==> src/rtl/heartbeat_seq_if.sv <==
// Handshake/bus bundle for heartbeat_seq: run controls, frame-memory write port and display outputs.
// The duty input exists only when HEARTBEAT_SEQ_PWM_EN is defined.
interface heartbeat_seq_if #(
  parameter int NUM_DIGITS = 4,
  parameter int FRAME_AW   = 3,
  parameter int CNT_W      = 25
);
  logic                    enable;
  logic [1:0]              mode;
  logic [FRAME_AW:0]       num_frames;
  logic [CNT_W-1:0]        step_cycles;
  logic [CNT_W-1:0]        gap_cycles;
  logic                    wr_en;
  logic [FRAME_AW-1:0]     wr_addr;
  logic [NUM_DIGITS*8-1:0] wr_data;
`ifdef HEARTBEAT_SEQ_PWM_EN
  logic [3:0]              duty;
`endif
  logic [NUM_DIGITS*8-1:0] dig;
  logic [FRAME_AW-1:0]     frame_idx;
  logic                    busy;
  logic                    cycle_done;

  modport master (
`ifdef HEARTBEAT_SEQ_PWM_EN
    output duty,
`endif
    output enable, mode, num_frames, step_cycles, gap_cycles,
    output wr_en, wr_addr, wr_data,
    input  dig, frame_idx, busy, cycle_done
  );

  modport slave (
`ifdef HEARTBEAT_SEQ_PWM_EN
    input  duty,
`endif
    input  enable, mode, num_frames, step_cycles, gap_cycles,
    input  wr_en, wr_addr, wr_data,
    output dig, frame_idx, busy, cycle_done
  );
endinterface

==> src/rtl/heartbeat_seq.sv <==
// Multi-digit 7-segment animation sequencer with loop/bounce/one-shot playback and gap timing.
// Optional PWM dimming of the segment outputs is enabled by defining HEARTBEAT_SEQ_PWM_EN.
module heartbeat_seq #(
  parameter int NUM_DIGITS = 4,
  parameter int MAX_FRAMES = 8,
  parameter int FRAME_AW   = 3,
  parameter int CNT_W      = 25
) (
  input logic            clk,
  input logic            reset,
  heartbeat_seq_if.slave bus
);
  localparam int DW = NUM_DIGITS * 8;
  localparam logic [DW-1:0]     BLANK  = '1;
  localparam logic [FRAME_AW:0] MAX_NF = (FRAME_AW + 1)'(MAX_FRAMES);

  typedef enum logic [1:0] {S_IDLE, S_PLAY, S_GAP, S_HALT} state_t;

  logic [DW-1:0] mem [MAX_FRAMES];

  state_t              state_q, state_d;
  logic [DW-1:0]       dig_q, dig_d;
  logic [FRAME_AW-1:0] frame_idx_q, frame_idx_d;
  logic                dir_down_q, dir_down_d;
  logic [CNT_W-1:0]    timer_q, timer_d;
  logic                busy_q, busy_d;
  logic                cycle_done_q, cycle_done_d;
  logic [FRAME_AW:0]   nf_clamped;
  logic                is_last;

  // Frame memory has no reset so it survives a reset pulse.
  always_ff @(posedge clk) begin
    if (bus.wr_en && !reset) begin
      mem[bus.wr_addr] <= bus.wr_data;
    end
  end

  always_comb begin
    nf_clamped = (bus.num_frames > MAX_NF) ? MAX_NF : bus.num_frames;
    // Written without subtraction so num_frames==0 makes every frame the last one.
    is_last    = ({1'b0, frame_idx_q} + (FRAME_AW + 1)'(1)) >= nf_clamped;
  end

  always_comb begin
    state_d      = state_q;
    dig_d        = BLANK;
    frame_idx_d  = frame_idx_q;
    dir_down_d   = dir_down_q;
    timer_d      = timer_q;
    cycle_done_d = 1'b0;

    unique case (state_q)
      S_IDLE: begin
        if (bus.num_frames != '0) begin
          state_d     = S_PLAY;
          frame_idx_d = '0;
          dir_down_d  = 1'b0;
          timer_d     = '0;
        end
      end
      S_PLAY: begin
        dig_d = mem[frame_idx_q];
        if (timer_q >= bus.step_cycles) begin
          timer_d = '0;
          case (bus.mode)
            2'b01: begin
              if (!dir_down_q) begin
                if (!is_last) begin
                  frame_idx_d = frame_idx_q + 1'b1;
                end else if (frame_idx_q == '0) begin
                  state_d = S_GAP;
                end else begin
                  dir_down_d  = 1'b1;
                  frame_idx_d = frame_idx_q - 1'b1;
                end
              end else if (frame_idx_q != '0) begin
                frame_idx_d = frame_idx_q - 1'b1;
              end else begin
                state_d    = S_GAP;
                dir_down_d = 1'b0;
              end
            end
            2'b10: begin
              if (!is_last) begin
                frame_idx_d = frame_idx_q + 1'b1;
              end else begin
                state_d      = S_HALT;
                cycle_done_d = 1'b1;
              end
            end
            default: begin
              if (!is_last) begin
                frame_idx_d = frame_idx_q + 1'b1;
              end else begin
                state_d = S_GAP;
              end
            end
          endcase
        end else begin
          timer_d = timer_q + CNT_W'(1);
        end
      end
      S_GAP: begin
        if (timer_q >= bus.gap_cycles) begin
          cycle_done_d = 1'b1;
          state_d      = S_PLAY;
          frame_idx_d  = '0;
          dir_down_d   = 1'b0;
          timer_d      = '0;
        end else begin
          timer_d = timer_q + CNT_W'(1);
        end
      end
      S_HALT: begin
        dig_d = dig_q;
      end
    endcase

    if (!bus.enable) begin
      state_d      = S_IDLE;
      dig_d        = BLANK;
      frame_idx_d  = '0;
      dir_down_d   = 1'b0;
      timer_d      = '0;
      cycle_done_d = 1'b0;
    end

    busy_d = (state_d == S_PLAY) || (state_d == S_GAP);
  end

  always_ff @(posedge clk or posedge reset) begin
    if (reset) begin
      state_q      <= S_IDLE;
      dig_q        <= BLANK;
      frame_idx_q  <= '0;
      dir_down_q   <= 1'b0;
      timer_q      <= '0;
      busy_q       <= 1'b0;
      cycle_done_q <= 1'b0;
    end else begin
      state_q      <= state_d;
      dig_q        <= dig_d;
      frame_idx_q  <= frame_idx_d;
      dir_down_q   <= dir_down_d;
      timer_q      <= timer_d;
      busy_q       <= busy_d;
      cycle_done_q <= cycle_done_d;
    end
  end

`ifdef HEARTBEAT_SEQ_PWM_EN
  logic [3:0]    pwm_cnt_q, pwm_cnt_d;
  logic [DW-1:0] dig_pwm_q, dig_pwm_d;

  // dig_q keeps the unforced pattern so HALT holds the frame, not a dimmed blank.
  always_comb begin
    pwm_cnt_d = pwm_cnt_q + 4'd1;
    dig_pwm_d = (pwm_cnt_q > bus.duty) ? BLANK : dig_d;
  end

  always_ff @(posedge clk or posedge reset) begin
    if (reset) begin
      pwm_cnt_q <= '0;
      dig_pwm_q <= BLANK;
    end else begin
      pwm_cnt_q <= pwm_cnt_d;
      dig_pwm_q <= dig_pwm_d;
    end
  end

  assign bus.dig = dig_pwm_q;
`else
  assign bus.dig = dig_q;
`endif

  assign bus.frame_idx  = frame_idx_q;
  assign bus.busy       = busy_q;
  assign bus.cycle_done = cycle_done_q;
endmodule

==> src/flat_wrapper.sv <==
// flat-port wrapper written by rule: the top's interface ports become plain ports
module heartbeat_seq_flat 
#(
  parameter int NUM_DIGITS = 4,
  parameter int MAX_FRAMES = 8,
  parameter int FRAME_AW   = 3,
  parameter int CNT_W      = 25
)
  (clk, reset, bus_enable, bus_mode, bus_num_frames, bus_step_cycles, bus_gap_cycles, bus_wr_en, bus_wr_addr, bus_wr_data, bus_dig, bus_frame_idx, bus_busy, bus_cycle_done);
  heartbeat_seq_if #(.NUM_DIGITS(NUM_DIGITS), .FRAME_AW(FRAME_AW), .CNT_W(CNT_W)) bus_i ();
  input logic clk;
  input logic reset;
  input wire logic [$bits(bus_i.enable)-1:0] bus_enable;
  input wire logic [$bits(bus_i.mode)-1:0] bus_mode;
  input wire logic [$bits(bus_i.num_frames)-1:0] bus_num_frames;
  input wire logic [$bits(bus_i.step_cycles)-1:0] bus_step_cycles;
  input wire logic [$bits(bus_i.gap_cycles)-1:0] bus_gap_cycles;
  input wire logic [$bits(bus_i.wr_en)-1:0] bus_wr_en;
  input wire logic [$bits(bus_i.wr_addr)-1:0] bus_wr_addr;
  input wire logic [$bits(bus_i.wr_data)-1:0] bus_wr_data;
  output wire logic [$bits(bus_i.dig)-1:0] bus_dig;
  output wire logic [$bits(bus_i.frame_idx)-1:0] bus_frame_idx;
  output wire logic [$bits(bus_i.busy)-1:0] bus_busy;
  output wire logic [$bits(bus_i.cycle_done)-1:0] bus_cycle_done;
  assign bus_i.enable = bus_enable;
  assign bus_i.mode = bus_mode;
  assign bus_i.num_frames = bus_num_frames;
  assign bus_i.step_cycles = bus_step_cycles;
  assign bus_i.gap_cycles = bus_gap_cycles;
  assign bus_i.wr_en = bus_wr_en;
  assign bus_i.wr_addr = bus_wr_addr;
  assign bus_i.wr_data = bus_wr_data;
  assign bus_dig = bus_i.dig;
  assign bus_frame_idx = bus_i.frame_idx;
  assign bus_busy = bus_i.busy;
  assign bus_cycle_done = bus_i.cycle_done;
  heartbeat_seq #(.NUM_DIGITS(NUM_DIGITS), .MAX_FRAMES(MAX_FRAMES), .FRAME_AW(FRAME_AW), .CNT_W(CNT_W)) u_core (.clk(clk), .reset(reset), .bus(bus_i));
endmodule
==> config.mk <==
export PLATFORM = sky130hd
export DESIGN_NAME = heartbeat_seq_flat
export DESIGN_NICKNAME = d
export VERILOG_FILES = /design/src/rtl/heartbeat_seq_if.sv /design/src/rtl/heartbeat_seq.sv /design/src/flat_wrapper.sv
export SDC_FILE = /design/constraint.sdc
export NUM_CORES = 1
export LEC_CHECK = 0
export ABC_AREA = 1
export CAP_MARGIN = 20
export CORE_ASPECT_RATIO = 1.2
export CORE_MARGIN = 2
export CORE_UTILIZATION = 45
export DETAILED_ROUTE_END_ITERATION = 10
export GPL_TIMING_DRIVEN = 1
export PLACE_DENSITY = 0.69
export SETUP_SLACK_MARGIN = 0.5
export SLEW_MARGIN = 20
export SYNTH_ARGS = -nofsm -noshare
export SYNTH_HDL_FRONTEND = slang
export SYNTH_SLANG_ARGS = --single-unit
==> constraint.sdc <==
create_clock -name clk -period 2.78 [get_ports clk]
set_clock_uncertainty 0.15 [all_clocks]
set_input_delay 0.695 -clock clk [delete_from_list [all_inputs] [get_ports clk]]
set_output_delay 0.695 -clock clk [all_outputs]
set_load 0.05 [all_outputs]
==> run summary, run 1 <==
Implementation progress

The run finished with clean final reports. The combined global-route utilization of all metal layers stands at 21.71%. The cell count in the Yosys report stands at 1,339. STA puts the critical path data arrival time at 2.75 ns. The switching power total stands at 0.002944 W.

The clock network contribution to total cell area stands at 5.405%. u_core.mem holds more flip-flops than any other register. The count of mapped cells out of synthesis stands at 1,339. The portion of synthesized area spent on multiplexers is 0%. Counting the buffers created by CTS gives 31.

In the synthesized netlist the dominant register cell turns out to be sky130_fd_sc_hd__edfxtp_1. The most common logic cells in the final layout are 278 x sky130_fd_sc_hd__nand2_1, 256 x sky130_fd_sc_hd__edfxtp_1, 147 x sky130_fd_sc_hd__a21oi_1, 101 x sky130_fd_sc_hd__inv_1, 58 x sky130_fd_sc_hd__buf_4. The deepest clock path buffer count stands at 3. The analysis attributes to cell leakage a power of 7.408 nW. The number of cells on the worst hold path is listed as 2. The cell area after technology mapping stands at 0.01483 mm². The fraction of power spent switching nets stands at 25.54%. Per the hold report, the tightest min-delay path originates at u_core.dir_down_q$_DFFE_PP0P_. The number of buffers and inverters on the critical path stands at 4. The capture point of the worst register-to-register path is recorded as u_core.bus.frame_idx[0]$_DFFE_PP0P_. The final standard cell area without fillers stands at 0.01933 mm². For reference, the top cells by area after synthesis are sky130_fd_sc_hd__edfxtp_1 52%, sky130_fd_sc_hd__nand2_1 7.8%, sky130_fd_sc_hd__dfstp_2 5.7%. The fraction of power consumed by the clock network stands at 37.4%. After layout, the inverter instance count without clock inverters stands at 154.

Setup repair after global routing could not meet its margin everywhere. In the hold report, the worst path ends at u_core.dir_down_q$_DFFE_PP0P_. For the worst flop-to-flop path, the logic depth is 13. The final layout report lists a non-clock buffer count of 219. The first-pass GRT wire length stands at 58,900 µm. In this run, post-CTS hold repair placed 0 buffers. After clock tree synthesis, the repair step resized 392 gates. The post-CTS setup-driven buffer insertion count stands at 27. The number of iterations in the first detailed-routing pass stands at 5. Among all stages on the critical path, the largest delay is contributed by sky130_fd_sc_hd__clkdlybuf4s50_1. The wire-length estimate of the detail-placed layout is 21,600 µm. Dividing the final minimum period by the clock period gives 88.31%.
==> run 1: power groups by stage <==
stage                     logic [W]  registers (W)  clock network, W
final                       0.00181        0.00541           0.00430
after global routing        0.00196        0.00542           0.00453
after CTS                   0.00172        0.00541           0.00436
after detailed placement    0.00163        0.00551                 0
after global placement      0.00159        0.00551                 0
after floorplan            0.000886        0.00566                 0
==> run 1: worst min-delay path: stages, from the launching register on <==
cell	delay (ns)
sky130_fd_sc_hd__dfrtp_1	0.37
sky130_fd_sc_hd__nand2_1	0.06
sky130_fd_sc_hd__o21ai_1	0.07
==> run 1: layer usage <==
layer | wire length (µm) | vias to the layer above | global-route usage (%)
met5 | 16 | - | 0
met4 | 981 | 2 | 7.387
met3 | 2321 | 65 | 2.554
met2 | 19270 | 398 | 37.90
met1 | 15950 | 5406 | 28.11
li1 | - | 5119 | -
run_1/pdn.png
Scale bar: 50 µm. Pins as bars on the die edge. Tap cells in gray.
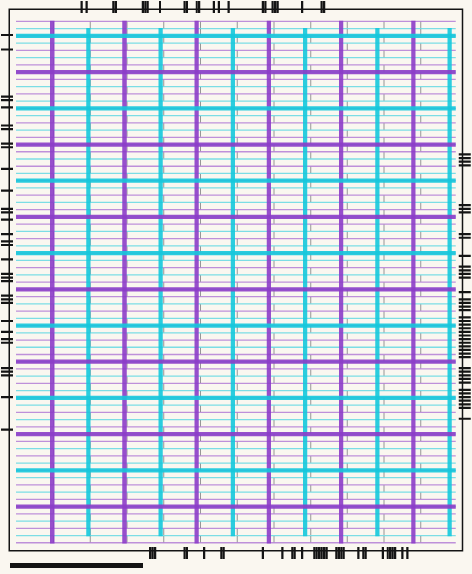
- VSS: purple
- VDD: cyan
- met5 straps: 14
- met1 rails: 73
- met4 straps: 12
- rows: 72

run_1/port_nets.png
Scale bar: 50 µm.
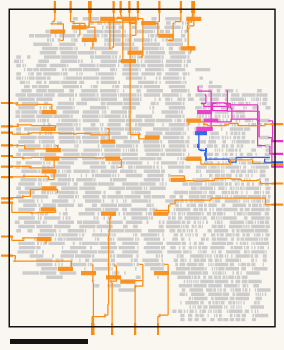
- `bus_frame_idx`: magenta (direction output; end cells 3; buffers 4; wire 285 µm)
- `bus_dig`: orange (direction output; end cells 32; buffers 32; wire 1,550 µm)
- `bus_enable`: blue (direction input; end cells 5; buffers 2; wire 77.5 µm)
port buffer count: 131
top-level port count: 132

run_1/final_placement.png
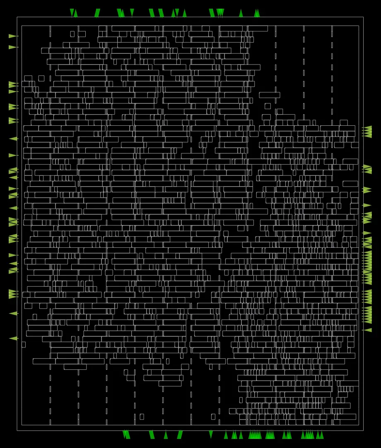
area of the core: 0.03234 mm²
TAP cells: 407
floorplan row count: 72

==> run 1 -> run 2 <==
--- a/config.mk
+++ b/config.mk
@@ -6,7 +6,6 @@
 export NUM_CORES = 1
 export LEC_CHECK = 0
 export ABC_AREA = 1
-export CAP_MARGIN = 20
 export CORE_ASPECT_RATIO = 1.2
 export CORE_MARGIN = 2
 export CORE_UTILIZATION = 45
==> run 2 against run 1 <==
  * Combinational power about the same
  * Non-clock buffer count did not move
  * Critical path depth is the same
  * Worst setup slack stayed put
  * Clock power about the same
  * Via count stayed put
  * Cell area unchanged
  * Synthesized cell count is the same
  * Power is the same
  * Die size unchanged
  * First-iteration DRC count unchanged
  * Utilization stayed put
==> run summary, run 2 <==
Implementation progress

The count of mapped cells out of synthesis stands at 1,339. Routing resource usage on met3 recorded by global route was 2.554%. The first global-routing pass estimated 58,900 µm of wire. In the final routing, the length of wire on met1 measures 15,950 µm. The amount of wire on met2 after detailed routing stands at 19,270 µm. The final critical-path share of the clock period stands at 88.31%. The fraction of power consumed by the clock network stands at 37.4%.

The fraction of power spent switching nets stands at 25.54%. Port buffering added 131 buffers. The core area stands at 0.03234 mm². The number of signal-net buffers in the layout stands at 219.

The largest share of the power goes to sequential cells. By instance count after routing, the leading logic cell types are 278 x sky130_fd_sc_hd__nand2_1, 256 x sky130_fd_sc_hd__edfxtp_1, 147 x sky130_fd_sc_hd__a21oi_1, 101 x sky130_fd_sc_hd__inv_1, 58 x sky130_fd_sc_hd__buf_4. Per the CTS log, the buffer count on the longest clock path is 3. The number of iterations in the first detailed-routing pass stands at 5. Per the detail_route log, met3 wirelength is 2321 µm.

The number of buffers added by the clock tree synthesis step stands at 31. The layer flagged by global routing as most heavily used is met2. The CTS sink count stands at 321. 132 I/O pins were placed. The final hold violation count recorded for this run is 0. The register with the most flip-flops in the layout has 256 of them. In this run, post-CTS hold repair placed 0 buffers. Per report_power, the Combinational row totals 0.00181 W. The worst hold path belongs to the class reg -> reg. The number of standard cells in the layout, taps in and fillers out stands at 1,964.

The floorplan report lists the tap cell count as 407. The number of gates resized after cts stands at 392. The synthesis report lists the most area-consuming cells as sky130_fd_sc_hd__edfxtp_1 52%, sky130_fd_sc_hd__nand2_1 7.8%, sky130_fd_sc_hd__dfstp_2 5.7%. Among all stages on the critical path, the largest delay is contributed by sky130_fd_sc_hd__clkdlybuf4s50_1. Setup repair after global routing could not meet its margin everywhere.

The run finished with clean final reports. Among all flip-flop cells after synthesis, the most frequent one is sky130_fd_sc_hd__edfxtp_1. The synthesized netlist occupies a cell area of 0.01483 mm².

Per the repair_timing log after CTS, setup buffers inserted total 27. The global routing report lists met2 layer usage as 37.90%. In this run the core area contains 72 standard-cell rows.

Signal nets in the final route climb as high as met5. More flip-flops sit in one register than any other, and that register is u_core.mem. The multiplexer fraction of the synthesized cell area stands at 0%. The met1 track demand over resource stands at 28.11%.
-- run 2: worst paths after layout --
check | slack (ns) | endpoint | cells after the start | startpoint
setup / recovery | 0.33 | u_core.bus.frame_idx[0]$_DFFE_PP0P_ | 13 | bus_gap_cycles[1]
hold / removal | 0.38 | u_core.dir_down_q$_DFFE_PP0P_ | 2 | u_core.dir_down_q$_DFFE_PP0P_
setup reg to reg | 0.33 | u_core.bus.frame_idx[0]$_DFFE_PP0P_ | 13 | u_core.timer_q[14]$_DFFE_PP0P_
hold reg to reg | 0.38 | u_core.dir_down_q$_DFFE_PP0P_ | 2 | u_core.dir_down_q$_DFFE_PP0P_
max in group asynchronous | 1.45 | u_core.bus.dig[28]$_DFFE_PP1P_ | 3 | reset
min in group asynchronous | 0.60 | u_core.bus.dig[11]$_DFFE_PP1P_ | 2 | reset
run_2/pdn.png
Scale bar: 50 µm. Pins as bars on the die edge. Tap cells in gray.
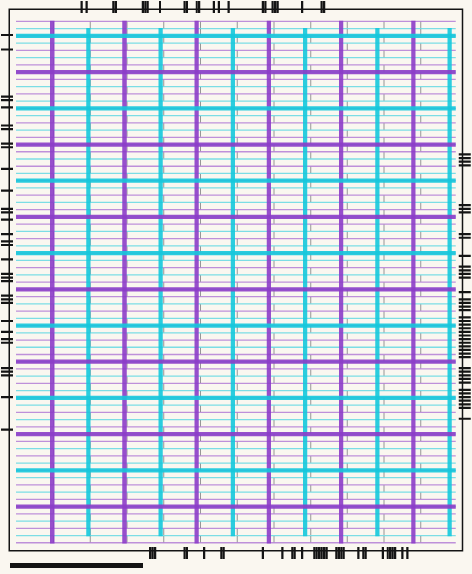
- VDD: cyan
- VSS: purple
- met5 straps: 14
- met1 rails: 73
- signal pins: 132
- tap cells: 407
- rows: 72

run_2/registers.png
Scale bar: 50 µm. Other sequential cells in the stronger gray, the rest of the logic in the fainter gray.
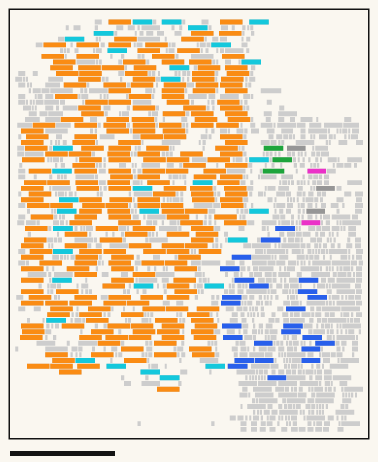
- `u_core.bus.frame_idx`: green (placed flops 3)
- `u_core.state_q`: magenta (placed flops 2)
- `u_core.timer_q`: blue (placed flops 25; where south-east)
- `u_core.bus.dig`: cyan (placed flops 32)
- `u_core.mem`: orange (placed flops 256)
- not colored: 3
power in sequential cells: 0.00541 W
fraction of the core area covered by cells at the end of the flow: 59.77%
fraction of standard cell area that is sequential: 48.55%
Flop area: 0.009385 mm²

==> run 2 -> run 3 <==
--- a/config.mk
+++ b/config.mk
@@ -10,7 +10,7 @@
 export CORE_MARGIN = 2
 export CORE_UTILIZATION = 45
 export DETAILED_ROUTE_END_ITERATION = 10
-export GPL_TIMING_DRIVEN = 1
+export GPL_TIMING_DRIVEN = 0
 export PLACE_DENSITY = 0.69
 export SETUP_SLACK_MARGIN = 0.5
 export SLEW_MARGIN = 20
==> run 3 against run 2 <==
  * Sequential share of layout area shrank 1.4 points
  * Die size is the same
  * Largest power group unchanged
  * Highest routed layer unchanged
  * Non-clock buffer count grew 55
  * Critical path depth grew 6
  * Critical path type is now reg -> reg
  * Synthesized cell count is the same
  * Count of clock-buffer cells in the layout grew 5
  * Power grew 6.5%
  * Register-to-register slack lost 0.15 ns
  * Clock power grew 14%
==> run summary, run 3 <==
Implementation progress

The combined global-route utilization of all metal layers stands at 24.01%. The data arrival time of the critical path stands at 2.90 ns. After detailed routing, the met2 layer carries 21,580 µm of wire. For met3 alone, demand over resource in global routing was 4.152%. The depth of the most critical reg-to-reg path stands at 19. The met3 layer wire length in the routed design stands at 3403 µm. The final tally of hold violations stands at 0. The floorplan has 72 rows.

Post-CTS timing repair inserted 42 buffers for setup. In this run, post-CTS repair resized a total of 368 instances. Counting flops per register, the top entry is u_core.mem. The main area contributors are sky130_fd_sc_hd__edfxtp_1 52%, sky130_fd_sc_hd__nand2_1 7.8%, sky130_fd_sc_hd__dfstp_2 5.7%. According to the timing report, the critical path is captured at u_core.bus.busy$_DFF_PP0_.

Looking at the global route congestion table, the highest-usage layer is met2. Clock tree synthesis inserted a total of 35 buffers. Looking at the clock tree report, the maximum root-to-sink buffer count equals 3. Per the OpenROAD power report, switching power amounts to 0.003209 W. The cell area after technology mapping stands at 0.01483 mm². Per report_power, the clock group accounts for 39.9% of the total. The number of tapcells stands at 407. The final critical-path share of the clock period stands at 93.75%. The core area stands at 0.03234 mm².

The met1 track demand over resource stands at 30.54%. Summed over all cells, the static leakage comes to 7.764 nW. The number of signal-net buffers in the layout stands at 274. The run finished with clean final reports. In this run the count of I/O pins placed on the die edge is 132. Of the total power, the share spent switching nets is 26.14%. The number of flip-flops in the largest register stands at 256.

The detailed router used layers up to and including met5. The first detailed-routing pass took 5 iterations. The final standard cell area without fillers stands at 0.01991 mm². The count of inverters other than clock inverters in the layout stands at 154. The multiplexer fraction of the synthesized cell area stands at 0%. In the layout the commonest cells are 276 x sky130_fd_sc_hd__nand2_1, 256 x sky130_fd_sc_hd__edfxtp_1, 144 x sky130_fd_sc_hd__a21oi_1, 98 x sky130_fd_sc_hd__inv_1, 59 x sky130_fd_sc_hd__buf_4.

For this run, the number of standard cells in the final layout without fillers is 2,030. Setup repair after global routing could not meet its margin everywhere. The CTS sink count stands at 321. The launch point of the critical path was reported as u_core.bus.frame_idx[0]$_DFFE_PP0P_. The clock network contribution to total cell area stands at 6.127%. The slowest stage of the critical path is the sky130_fd_sc_hd__dfrtp_2 cell. Looking at the reg2reg group, the worst path starts from u_core.bus.frame_idx[0]$_DFFE_PP0P_. The minimum setup slack among reg-to-reg paths stands at 0.17 ns. The count of cell instances traversed by the critical path stands at 19.

The worst hold path stage count stands at 2. The number of port buffers stands at 131. Post-synth the commonest register cell is sky130_fd_sc_hd__edfxtp_1. The first global-routing pass estimated 63,200 µm of wire. For this design, Yosys synthesis ends with a cell count of 1,339.
[run 3: netlist changes by cell type in the layout (fill, tap and decap cells not counted), moves of 5 or more]
cell,previous run,this run
sky130_fd_sc_hd__nor2_2,15,21
sky130_fd_sc_hd__dlymetal6s2s_1,0,7
sky130_fd_sc_hd__nand2_2,21,26
sky130_fd_sc_hd__clkdlybuf4s50_1,51,45
sky130_fd_sc_hd__clkbuf_2,0,14
sky130_fd_sc_hd__clkbuf_1,6,28
sky130_fd_sc_hd__clkbuf_16,32,38
sky130_fd_sc_hd__buf_2,32,37
[run 3: power by group through the flow]
stage	combinational, W	clock, W	sequential, W
after global routing	0.00211	0.00513	0.00542
after global placement	0.00167	0	0.00551
after detailed placement	0.00171	0	0.00552
after floorplan	0.000886	0	0.00566
final	0.00197	0.00489	0.00542
after CTS	0.00184	0.00493	0.00542
run_3/port_nets.png
Scale bar: 50 µm.
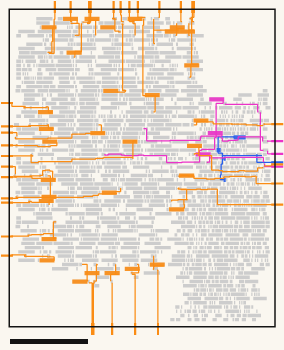
- `bus_frame_idx`: magenta (direction output; end cells 3; buffers 6; wire 335 µm)
- `bus_enable`: blue (direction input; end cells 5; buffers 1; wire 86.9 µm)
- `bus_dig`: orange (direction output; end cells 32; buffers 32; wire 1,550 µm)

run_3/registers.png
Scale bar: 50 µm. Other sequential cells in the stronger gray, the rest of the logic in the fainter gray.
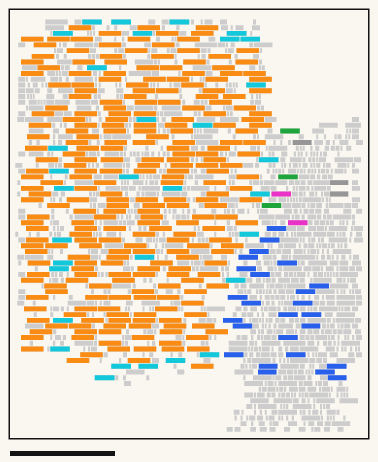
- `u_core.timer_q`: blue (placed flops 25)
- `u_core.mem`: orange (placed flops 256)
- `u_core.bus.frame_idx`: green (placed flops 3)
- `u_core.bus.dig`: cyan (placed flops 32)
- `u_core.state_q`: magenta (placed flops 2)
- not colored: 3
fraction of the core area covered by cells at the end of the flow: 61.56%
fraction of standard cell area that is sequential: 47.14%
power in sequential cells: 0.00542 W
Flop area: 0.009387 mm²

No activity file was given, so power comes from the tool's default toggle rates.
